## config.mk

```make
export PLATFORM = sky130hd
export DESIGN_NAME = flag_pipe_flat
export DESIGN_NICKNAME = d
export VERILOG_FILES = /design/src/rtl/flag_pkg.sv /design/src/rtl/flag_pipe_if.sv /design/src/rtl/and_reduce_stage.sv /design/src/rtl/flag_pipe.sv /design/src/flat_wrapper.sv
export SDC_FILE = /design/constraint.sdc
export NUM_CORES = 1
export LEC_CHECK = 0
export ABC_AREA = 1
export CORE_MARGIN = 2
export CORE_UTILIZATION = 33
export CTS_BUF_LIST = sky130_fd_sc_hd__clkbuf_4
export DETAILED_ROUTE_END_ITERATION = 10
export HOLD_SLACK_MARGIN = 0.03
export SLEW_MARGIN = 20
export SYNTH_ARGS = -nofsm -noshare
export SYNTH_HDL_FRONTEND = slang
export SYNTH_HIERARCHICAL = 1
export SYNTH_SLANG_ARGS = --single-unit
```

## constraint.sdc

```tcl
create_clock -name clk -period 1.8 [get_ports clk]
set_clock_uncertainty 0.2 [all_clocks]
set_input_delay 0.45 -clock clk [delete_from_list [all_inputs] [get_ports clk]]
set_output_delay 0.45 -clock clk [all_outputs]
set_load 0.01 [all_outputs]
```

## src/rtl/flag_pkg.sv

```systemverilog
// Shared constants, flag bit positions and elaboration-time sizing helpers for flag_pipe.
// The helpers derive per-level lane widths and their offsets in the flattened lane vectors.
package flag_pkg;

    localparam int unsigned FLAG_Z    = 0;
    localparam int unsigned FLAG_EQ   = 1;
    localparam int unsigned FLAG_ONES = 2;
    localparam int unsigned FLAG_NEG  = 3;
    localparam int unsigned FLAGS_W   = 4;

    function automatic int unsigned ceil_div(input int unsigned n, input int unsigned d);
        return (n + d - 1) / d;
    endfunction

    // Number of FANIN-input AND levels needed to collapse WIDTH bits to one (minimum 1).
    function automatic int unsigned calc_levels(input int unsigned width, input int unsigned fanin);
        int unsigned n;
        int unsigned lv;
        n  = ceil_div(width, fanin);
        lv = 1;
        while (n > 1) begin
            n  = ceil_div(n, fanin);
            lv = lv + 1;
        end
        return lv;
    endfunction

    // Lane width entering level k (k = 0 is the raw per-bit terms).
    function automatic int unsigned level_width(input int unsigned width, input int unsigned fanin,
                                                input int unsigned k);
        int unsigned n;
        n = width;
        for (int unsigned i = 0; i < k; i++) begin
            n = ceil_div(n, fanin);
        end
        return n;
    endfunction

    function automatic int unsigned level_offset(input int unsigned width, input int unsigned fanin,
                                                 input int unsigned k);
        int unsigned off;
        off = 0;
        for (int unsigned i = 0; i < k; i++) begin
            off = off + level_width(width, fanin, i);
        end
        return off;
    endfunction

endpackage

```

## src/rtl/flag_pipe_if.sv

```systemverilog
// Operand/flag handshake bundle between the ALU result register and the flag pipeline.
interface flag_pipe_if
    import flag_pkg::*;
#(
    parameter int unsigned WIDTH = 32
);
    logic               in_valid;
    logic               in_ready;
    logic [WIDTH-1:0]   in_a;
    logic [WIDTH-1:0]   in_b;
    logic [WIDTH-1:0]   in_mask;
    logic               out_valid;
    logic               out_ready;
    logic [FLAGS_W-1:0] out_flags;
    logic               sticky_zero;
    logic               sticky_clr;

    modport master (
        output in_valid, in_a, in_b, in_mask, out_ready, sticky_clr,
        input  in_ready, out_valid, out_flags, sticky_zero
    );

    modport slave (
        input  in_valid, in_a, in_b, in_mask, out_ready, sticky_clr,
        output in_ready, out_valid, out_flags, sticky_zero
    );

endinterface

```

## src/rtl/and_reduce_stage.sv

```systemverilog
// One registered AND-tree level: reduces three lanes by FANIN (short groups padded with 1),
// carries the sign bit and valid bit alongside, and holds everything while i_en is low.
module and_reduce_stage
    import flag_pkg::*;
#(
    parameter int unsigned IN_W  = 4,
    parameter int unsigned FANIN = 4
) (
    input  logic                             clk,
    input  logic                             rst_n,
    input  logic                             i_en,
    input  logic                             i_valid,
    input  logic [IN_W-1:0]                  i_z,
    input  logic [IN_W-1:0]                  i_e,
    input  logic [IN_W-1:0]                  i_o,
    input  logic                             i_neg,
    output logic                             o_valid,
    output logic [ceil_div(IN_W, FANIN)-1:0] o_z,
    output logic [ceil_div(IN_W, FANIN)-1:0] o_e,
    output logic [ceil_div(IN_W, FANIN)-1:0] o_o,
    output logic                             o_neg
);
    localparam int unsigned OUT_W = ceil_div(IN_W, FANIN);
    localparam int unsigned PAD_W = OUT_W * FANIN;

    logic [PAD_W-1:0] w_z_pad, w_e_pad, w_o_pad;
    logic [OUT_W-1:0] w_z_red, w_e_red, w_o_red;
    logic [OUT_W-1:0] r_z, r_e, r_o;
    logic             r_valid, r_neg;

    // Pad the top group with the AND identity so partial groups reduce correctly.
    always_comb begin
        w_z_pad             = '1;
        w_e_pad             = '1;
        w_o_pad             = '1;
        w_z_pad[IN_W-1:0]   = i_z;
        w_e_pad[IN_W-1:0]   = i_e;
        w_o_pad[IN_W-1:0]   = i_o;
    end

    for (genvar j = 0; j < OUT_W; j++) begin : g_node
        assign w_z_red[j] = &w_z_pad[j*FANIN +: FANIN];
        assign w_e_red[j] = &w_e_pad[j*FANIN +: FANIN];
        assign w_o_red[j] = &w_o_pad[j*FANIN +: FANIN];
    end

    always_ff @(posedge clk or negedge rst_n) begin
        if (!rst_n) begin
            r_valid <= 1'b0;
            r_z     <= '0;
            r_e     <= '0;
            r_o     <= '0;
            r_neg   <= 1'b0;
        end else if (i_en) begin
            r_valid <= i_valid;
            if (i_valid) begin
                r_z   <= w_z_red;
                r_e   <= w_e_red;
                r_o   <= w_o_red;
                r_neg <= i_neg;
            end
        end
    end

    assign o_valid = r_valid;
    assign o_z     = r_z;
    assign o_e     = r_e;
    assign o_o     = r_o;
    assign o_neg   = r_neg;

endmodule

```

## src/rtl/flag_pipe.sv

```systemverilog
// Pipelined zero/equal/all-ones/negative flag reducer with valid/ready handshakes
// and a sticky-zero accumulator for multi-word compares.
module flag_pipe
    import flag_pkg::*;
#(
    parameter int unsigned WIDTH = 32,
    parameter int unsigned FANIN = 4
) (
    input  logic       clk,
    input  logic       rst_n,
    flag_pipe_if.slave bus
);
    localparam int unsigned LEVELS = calc_levels(WIDTH, FANIN);
    localparam int unsigned TOT_W  = level_offset(WIDTH, FANIN, LEVELS) + 1;

    // Lane vectors hold every level back to back; level k sits at level_offset(k).
    logic [TOT_W-1:0] w_z, w_e, w_o;
    logic [LEVELS:0]  w_vld, w_neg;
    logic             w_stall;
    logic             w_adv;
    logic             w_out_xfer;
    logic             w_zero_out;
    logic             r_sticky_zero;

    // Per-bit terms; masked-off bits read as true in every lane.
    assign w_z[WIDTH-1:0] = ~bus.in_a | ~bus.in_mask;
    assign w_e[WIDTH-1:0] = ~(bus.in_a ^ bus.in_b) | ~bus.in_mask;
    assign w_o[WIDTH-1:0] = bus.in_a | ~bus.in_mask;
    assign w_neg[0]       = bus.in_a[WIDTH-1];
    assign w_vld[0]       = bus.in_valid;

    assign w_stall    = w_vld[LEVELS] & ~bus.out_ready;
    assign w_adv      = ~w_stall;
    assign w_out_xfer = w_vld[LEVELS] & bus.out_ready;

    for (genvar k = 0; k < LEVELS; k++) begin : g_lvl
        localparam int unsigned IN_OFF  = level_offset(WIDTH, FANIN, k);
        localparam int unsigned IN_W    = level_width(WIDTH, FANIN, k);
        localparam int unsigned OUT_OFF = level_offset(WIDTH, FANIN, k + 1);
        localparam int unsigned OUT_W   = level_width(WIDTH, FANIN, k + 1);

        and_reduce_stage #(
            .IN_W  (IN_W),
            .FANIN (FANIN)
        ) u_stage (
            .clk     (clk),
            .rst_n   (rst_n),
            .i_en    (w_adv),
            .i_valid (w_vld[k]),
            .i_z     (w_z[IN_OFF +: IN_W]),
            .i_e     (w_e[IN_OFF +: IN_W]),
            .i_o     (w_o[IN_OFF +: IN_W]),
            .i_neg   (w_neg[k]),
            .o_valid (w_vld[k+1]),
            .o_z     (w_z[OUT_OFF +: OUT_W]),
            .o_e     (w_e[OUT_OFF +: OUT_W]),
            .o_o     (w_o[OUT_OFF +: OUT_W]),
            .o_neg   (w_neg[k+1])
        );
    end

    assign w_zero_out = w_z[TOT_W-1];

    // A clear coinciding with a transfer starts the new accumulation with that transfer's flag.
    always_ff @(posedge clk or negedge rst_n) begin
        if (!rst_n) begin
            r_sticky_zero <= 1'b1;
        end else if (w_out_xfer) begin
            r_sticky_zero <= (bus.sticky_clr | r_sticky_zero) & w_zero_out;
        end else if (bus.sticky_clr) begin
            r_sticky_zero <= 1'b1;
        end
    end

    assign bus.in_ready             = ~w_stall;
    assign bus.out_valid            = w_vld[LEVELS];
    assign bus.out_flags[FLAG_Z]    = w_zero_out;
    assign bus.out_flags[FLAG_EQ]   = w_e[TOT_W-1];
    assign bus.out_flags[FLAG_ONES] = w_o[TOT_W-1];
    assign bus.out_flags[FLAG_NEG]  = w_neg[LEVELS];
    assign bus.sticky_zero          = r_sticky_zero;

endmodule
```

## src/flat_wrapper.sv

```systemverilog
// flat-port wrapper written by rule: the top's interface ports become plain ports
module flag_pipe_flat import flag_pkg::*;
#(
    parameter int unsigned WIDTH = 32,
    parameter int unsigned FANIN = 4
)
  (clk, rst_n, bus_in_valid, bus_in_a, bus_in_b, bus_in_mask, bus_out_ready, bus_sticky_clr, bus_in_ready, bus_out_valid, bus_out_flags, bus_sticky_zero);
  flag_pipe_if #(.WIDTH(WIDTH)) bus_i ();
  input  logic clk;
  input  logic rst_n;
  input wire logic [$bits(bus_i.in_valid)-1:0] bus_in_valid;
  input wire logic [$bits(bus_i.in_a)-1:0] bus_in_a;
  input wire logic [$bits(bus_i.in_b)-1:0] bus_in_b;
  input wire logic [$bits(bus_i.in_mask)-1:0] bus_in_mask;
  input wire logic [$bits(bus_i.out_ready)-1:0] bus_out_ready;
  input wire logic [$bits(bus_i.sticky_clr)-1:0] bus_sticky_clr;
  output wire logic [$bits(bus_i.in_ready)-1:0] bus_in_ready;
  output wire logic [$bits(bus_i.out_valid)-1:0] bus_out_valid;
  output wire logic [$bits(bus_i.out_flags)-1:0] bus_out_flags;
  output wire logic [$bits(bus_i.sticky_zero)-1:0] bus_sticky_zero;
  assign bus_i.in_valid = bus_in_valid;
  assign bus_i.in_a = bus_in_a;
  assign bus_i.in_b = bus_in_b;
  assign bus_i.in_mask = bus_in_mask;
  assign bus_i.out_ready = bus_out_ready;
  assign bus_i.sticky_clr = bus_sticky_clr;
  assign bus_in_ready = bus_i.in_ready;
  assign bus_out_valid = bus_i.out_valid;
  assign bus_out_flags = bus_i.out_flags;
  assign bus_sticky_zero = bus_i.sticky_zero;
  flag_pipe #(.WIDTH(WIDTH), .FANIN(FANIN)) u_core (.clk(clk), .rst_n(rst_n), .bus(bus_i));
endmodule
```

Where the registers sit:
Scale bar: 20 microns.
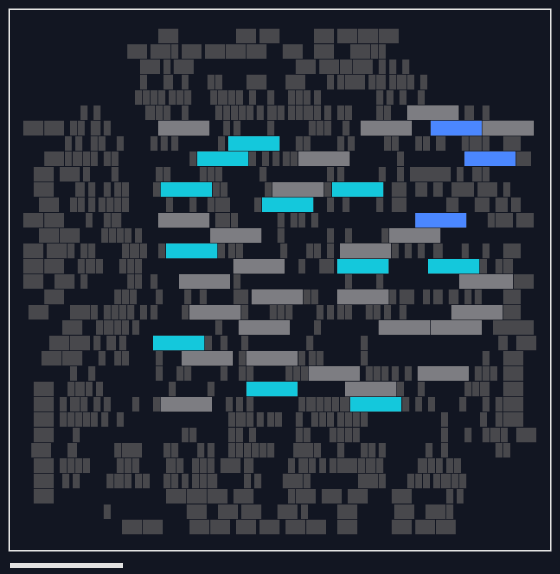
legend:
  u_core/g_lvl.u_stage/o_valid:
    color: blue
    flops: 3
  u_core/g_lvl.u_stage/o_z:
    color: cyan
    flops: 11
not colored: 26
sequential power: 1.20 mW
Seq/total area: 0.249
FF/Latch Area: 1000 sq um
Finished Core Util: 0.492

Zoomed window:
Region (4, 52) to (44, 92) microns. Cells in gray, sequential cells in the stronger gray; small squares are vias.
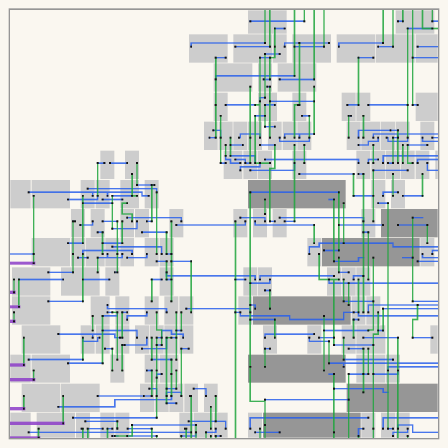
legend:
  metal 1:
    color: blue
  metal 3:
    color: purple
  metal 2:
    color: green
most frequent: nand2_1 (67), clkdlybuf4s50_1 (24), inv_1 (17)
netlist names of flops here include: u_core/g_lvl.u_stage/o_z (4), u_core/g_lvl.u_stage/o_e (2)
sequential cells in the window: 7
cells with their middle in the window: 131

==> results.toml <==
# yosys + openroad results
[drt]
drt_iter0_drc = 75
dr.pass1.iters = 4
ant_nets = 0
wl_per_cell_microns = 9.17
vias = 3017
routed_wl_microns = 6450
vias_per_cell = 4.29
post-route-drc-count = 0

[cells_and_area]
antenna_cells = 0
finalNonFillerCells = 704
drive_above_1_share = 0.0367
nets = 699
num-fill-cells = 868

[die]
num_rows = 33
chipArea_sq_um = 9170
fp_util = 0.340
core_sq_um = 8180
die-height_microns = 95.7

[synthesis]
synth-compound-area-share = 0.0108
ys_cells = 487
top_logic_kind = "simple AND/OR/NAND/NOR gates"
syn-num-nets = 588
ys_sh_simple = 0.510
yosys_warnings = 6
ys_seq_share = 0.361
synth_cell_types = 15
synthCells = 487
ys_ff = 40
xor_area_frac = 0

[placement]
globalplace.congestion = 0.717
dp_hpwl_microns = 5240
dp_cells = 694
portBuffers = 107
place_ws_ns = -0.406

[pwr]
power_frac_seq = 0.464
power.switching_uw = 857
p_int_mw = 1.72
swShare = 0.332
p_leak_nw = 2.32
pwr-share-clk = 0.175
p_per_area_nw_per_um2 = 642
p_comb_frac = 0.362

[final_timing]
post-route-period-util = 0.943
setup_viol = 0
rsz0062_at_grt = "false"
tns_ns = 0
holdWs_ns = 0.282
tightest_slew_ns = 0.261
relSlewSlack = 0.826
hold_viol_final = 0

[grt]
grt-ovfl-total = 0
grt_pass1_wl_microns = 11100
grt_pass1_vias = 2839
antenna_found_initial = 0

[clock_tree]
htree_levels = 2
clock_sinks = 40
clock_latency_ns = 0.33
path_clk_slew_ns = 0.11
cts_buffer_depth = 2
clockRootBuffer = "clkbuf_4"
cts_tree = "built"
ctsResizeCount = 12

[critical_path]
reg2reg_depth = 7
worstSetupStartpointType = "flop"
criticalPathCategory = "reg2out"
end_kind = "primary output"
max_stage_delay_ns = 0.39
crit_end = "bus_in_ready"
worstReg2RegEnd = "u_core/g_lvl[0].u_stage/o_e[0]"
startpoint = "u_core/g_lvl[2].u_stage/o_valid"
r2r-start = "u_core/g_lvl[2].u_stage/o_valid"

[status]
status = "finished clean"

[run]
max_cap_violations = 0

[hold_path]
hold_depth = 2
min-delay-start = "u_core/g_lvl[2].u_stage/o_neg"
[power groups by stage]
stage	logic [mW]	registers [mW]	clock network [mW]
finish	0.933	1.20	0.451
global route	1.08	1.22	0.511
CTS	0.954	1.20	0.473
detailed placement	0.949	1.22	0
global placement	0.935	1.22	0
floorplan	0.496	1.20	0
[critical path: cells and delay by family (launching register included)]
family,cells,cell delay [ns]
flip-flops,1,0.39
AND/OR/NAND/NOR,1,0.06
buffers and inverters,2,0.26
[placed cells by master (no fill, tap or decap), drive strengths merged]
cell	count
clkbuf	8
dfstp	1
clkinv	1
inv	70
dlygate4sd3	1
buf	6
dlygate4sd2	6
nor2	33
nand3	32
clkdlybuf4s50	98
o21ai	6
dfrtp	39
nand2	298
[layer usage]
layer | routed length [microns] | global-route usage | part of all wire
met1 | 2990 | 0.181 | 0.46
met4 | 50 | 0.0321 | 0.0077
met5 | 0 | 0 | 0
met2 | 3100 | 0.270 | 0.48
met3 | 307 | 0.0243 | 0.048
[synth_stat cells]
cell type | number | area (sq um)
nand2_4 | 1 | 11.3
nand2_2 | 3 | 18.8
o21ai_0 | 2 | 10.0
inv_2 | 1 | 3.75
dfrtp_1 | 39 | 976
inv_1 | 68 | 255
nor2_1 | 33 | 124
o21ai_1 | 4 | 20.0
nand2_1 | 294 | 1100
dfstp_2 | 1 | 26.3
buf_6 | 2 | 22.5
buf_2 | 2 | 10.0
nand3_1 | 32 | 160
inv_4 | 1 | 6.26
buf_4 | 4 | 30.0
[layout make-up]
type | count | share of cell area
clock buffers | 7 | 0.0131
well taps | 105 | 0.0327
repair buffers | 112 | 0.277
inverters | 70 | 0.0660
clock inverters | 1 | 0.000934
flip-flops and latches | 40 | 0.249
multi-input cells | 369 | 0.361
Power is estimated from default activity; no workload was simulated.
